--- src/rtl/regsel_issue_stage.sv ---
// rtl/regsel_issue_stage.sv - registered decode/issue stage with write scoreboard and RAW/WAW stall
module regsel_issue_stage #(
  parameter int INSTR_W = 32,
  parameter int OPC_W   = 6,
  parameter int RA_W    = 5,
  parameter int CNT_W   = 16
) (
  input  logic               clk,
  input  logic               rst_n,
  input  logic               in_valid,
  output logic               in_ready,
  input  logic [INSTR_W-1:0] in_instr,
  input  logic               flush,
  output logic               out_valid,
  input  logic               out_ready,
  output logic [INSTR_W-1:0] out_instr,
  output logic [RA_W-1:0]    out_rsel1,
  output logic [RA_W-1:0]    out_rsel2,
  output logic [RA_W-1:0]    out_rd,
  output logic               out_rd_we,
  output logic [1:0]         out_class,
  input  logic               wb_valid,
  input  logic [RA_W-1:0]    wb_addr,
  output logic [(1<<RA_W)-1:0] busy_vec,
  output logic [CNT_W-1:0]   stall_cnt
);

  localparam int NREG = 1 << RA_W;
  localparam logic [NREG-1:0] ONE    = {{(NREG-1){1'b0}}, 1'b1};
  localparam logic [NREG-1:0] NO_R0  = {{(NREG-1){1'b1}}, 1'b0};

  logic [OPC_W-1:0] opc;
  logic [2:0]       top3;
  logic [RA_W-1:0]  fa, fb, fc;
  logic [RA_W-1:0]  d_rs1, d_rs2, d_rd;
  logic             d_we, use1, use2;
  logic [1:0]       d_cls;

  assign opc  = in_instr[INSTR_W-1 -: OPC_W];
  assign top3 = opc[OPC_W-1 -: 3];
  assign fa   = in_instr[21 +: RA_W];
  assign fb   = in_instr[16 +: RA_W];
  assign fc   = in_instr[11 +: RA_W];

  always_comb begin
    d_rs1 = '0;
    d_rs2 = '0;
    d_rd  = '0;
    d_we  = 1'b0;
    use1  = 1'b0;
    use2  = 1'b0;
    d_cls = 2'd0;
    if (top3[2:1] == 2'b01) begin
      d_rs1 = fb; d_rs2 = fc; d_rd = fa; d_we = 1'b1;
      use1 = 1'b1; use2 = 1'b1; d_cls = 2'd0;
    end else if (top3[2:1] == 2'b10) begin
      d_rs1 = fa; d_rs2 = fb;
      use1 = 1'b1; use2 = 1'b1; d_cls = 2'd1;
    end else if (top3 == 3'b110) begin
      d_rs1 = fb; d_rd = fa; d_we = 1'b1;
      use1 = 1'b1; d_cls = 2'd2;
    end else if (top3 == 3'b111) begin
      d_cls = 2'd3;
      d_rs1 = fb;
      use1  = 1'b1;
      if (opc[0]) begin
        d_rs2 = fa; use2 = 1'b1;
      end else begin
        d_rd = fa; d_we = 1'b1;
      end
    end
  end

  // A same-cycle writeback releases its register before the hazard check.
  logic [NREG-1:0] wb_mask, busy_eff, set_mask;
  logic            hz1, hz2, hzd, hazard, accept, issue;

  assign wb_mask  = wb_valid ? (ONE << wb_addr) : '0;
  assign busy_eff = busy_vec & ~wb_mask;

  assign hz1 = use1 && (d_rs1 != '0) &&
               (busy_eff[d_rs1] || (out_valid && out_rd_we && out_rd == d_rs1));
  assign hz2 = use2 && (d_rs2 != '0) &&
               (busy_eff[d_rs2] || (out_valid && out_rd_we && out_rd == d_rs2));
  assign hzd = d_we && (d_rd != '0) &&
               (busy_eff[d_rd] || (out_valid && out_rd_we && out_rd == d_rd));
  assign hazard = hz1 | hz2 | hzd;

  assign in_ready = rst_n & (~out_valid | out_ready) & ~hazard & ~flush;
  assign accept   = in_valid & in_ready;
  assign issue    = out_valid & out_ready & ~flush;
  assign set_mask = (issue && out_rd_we && out_rd != '0) ? (ONE << out_rd) : '0;

  always_ff @(posedge clk or negedge rst_n) begin
    if (!rst_n) begin
      out_valid <= 1'b0;
      out_instr <= '0;
      out_rsel1 <= '0;
      out_rsel2 <= '0;
      out_rd    <= '0;
      out_rd_we <= 1'b0;
      out_class <= 2'd0;
      busy_vec  <= '0;
      stall_cnt <= '0;
    end else begin
      if (accept) begin
        out_valid <= 1'b1;
        out_instr <= in_instr;
        out_rsel1 <= d_rs1;
        out_rsel2 <= d_rs2;
        out_rd    <= d_rd;
        out_rd_we <= d_we;
        out_class <= d_cls;
      end else if (flush || issue) begin
        out_valid <= 1'b0;
      end
      busy_vec <= ((busy_vec & ~wb_mask) | set_mask) & NO_R0;
      if (in_valid && hazard && !(&stall_cnt))
        stall_cnt <= stall_cnt + CNT_W'(1);
    end
  end

endmodule

--- config.mk ---
export PLATFORM = sky130hd
export DESIGN_NAME = regsel_issue_stage
export DESIGN_NICKNAME = d
export VERILOG_FILES = /design/src/rtl/regsel_issue_stage.sv
export SDC_FILE = /design/constraint.sdc
export NUM_CORES = 1
export LEC_CHECK = 0
export CORE_MARGIN = 5
export CORE_UTILIZATION = 35
export DETAILED_ROUTE_END_ITERATION = 10
export PLACE_DENSITY = 0.61
export SYNTH_ARGS = -nofsm -noshare
export SYNTH_HDL_FRONTEND = slang
export SYNTH_SLANG_ARGS = --single-unit
export TNS_END_PERCENT = 20
--- constraint.sdc ---
create_clock -name clk -period 4.1 [get_ports clk]
set_input_delay 0.82 -clock clk [delete_from_list [all_inputs] [get_ports clk]]
set_output_delay 0.82 -clock clk [all_outputs]
set_load 0.005 [all_outputs]
route_heat.png
(3 px per um) The die is cut into 28 by 28 equal tiles; white is low, dark blue is high, scaled to the fullest tile. Values are wire area over tile area, all layers added.
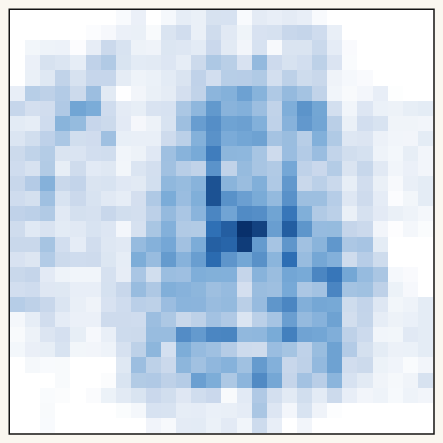
- fullest tile: 0.86
- nearly empty tiles: 13%
- mean over tiles: 0.20

gates.png
(3 px per um)
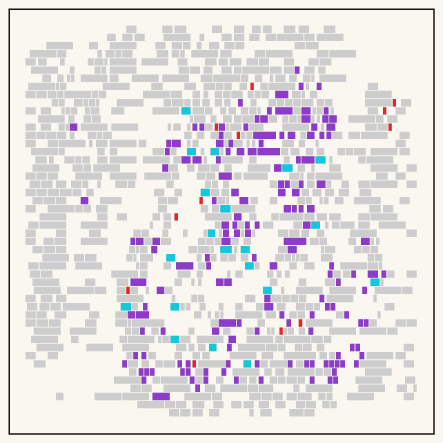
- inv cells: red (cells 12)
- non-inverting ao/oa cells: cyan (cells 20)
- aoi and oai cells: purple (cells 153)
most frequently placed logic cell in the final layout: buf_4
multi-input logic portion of the cell area: 37.2%

==> PnR_summary.wiki <==
== Implementation results ==
{| class="wikitable"
! Metric !! Value
|-
| WP buf/inv || 4
|-
| Worst Hold Margin || around 0.49 ns
|-
| Flip-flop count of the largest register, all copies and words added || 32
|-
| FFs & Latches || ~98
|-
| Adder-Cell Fraction of Synth Area || 0.208%
|-
| Total global routing overflow || 0
|-
| Netlist area before placement || between 6000 and 7000 um^2
|-
| Detailed Route Iter0 Violations || 511
|-
| Relative area change from synthesis to final layout || 54.4%
|-
| Count of unique library cells instantiated by Yosys || 74
|-
| Chain of cells forming the critical path || dlygate4sd2_1, nand2_1, o21ai_2, buf_6, buf_4, nor2_1, o2bb2ai_1, a2111o_1, a311o_1, a31oi_2, nor4_4, and2_1, buf_2
|-
| Library cell occupying the most area in the post-synthesis netlist || dfrtp_1
|-
| Critical path endpoint || in_ready
|-
| Clock root buffer || clkbuf_16
|-
| Number of clock sinks || 98
|-
| Starting density of the core || 35.2%
|-
| Sequential fraction of total cell area || 26.4%
|-
| Clock buffers created by TritonCTS || 9
|-
| Layer with the highest usage || met2
|-
| Count of synthesis-stage warnings from yosys || 0
|-
| Grt met2 use || about 39%
|-
| Instance count along the most critical hold path || 1
|-
| Global-route wire length before repair || ~37,000 um
|-
| Final #Nets || 944
|-
| YS chip area || 6010 um^2
|-
| Number of hold-slack violations in the final timing report || 0
|-
| Result of the run || finished clean
|-
| Reg2reg end || out_instr[0]
|-
| Top flop regs || out_instr: 32 flops, busy_vec: 31 flops, stall_cnt: 16 flops
|}
clock_wires.png
(3 px per um)
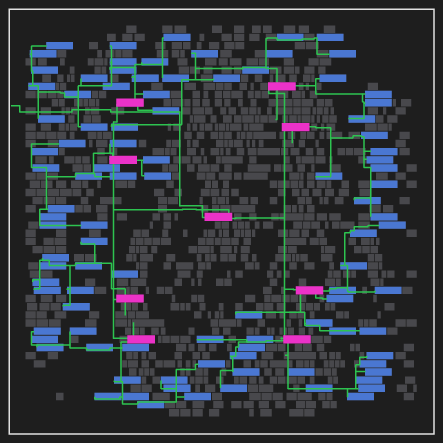
- clock-net drivers: magenta (count 9)
- flip-flops: blue (count 98)
- clock wires: green (length 1,370 um)
- routed clock nets: 10
- flops lie: spread over the die
later-pin clock latency in the skew report: 0.36 ns
worst clock skew on the final layout: 0.0134 ns
power drawn by the clock network: 0.965 mW
clock power share: 26.6%

Power and IR drop assume default switching activity.
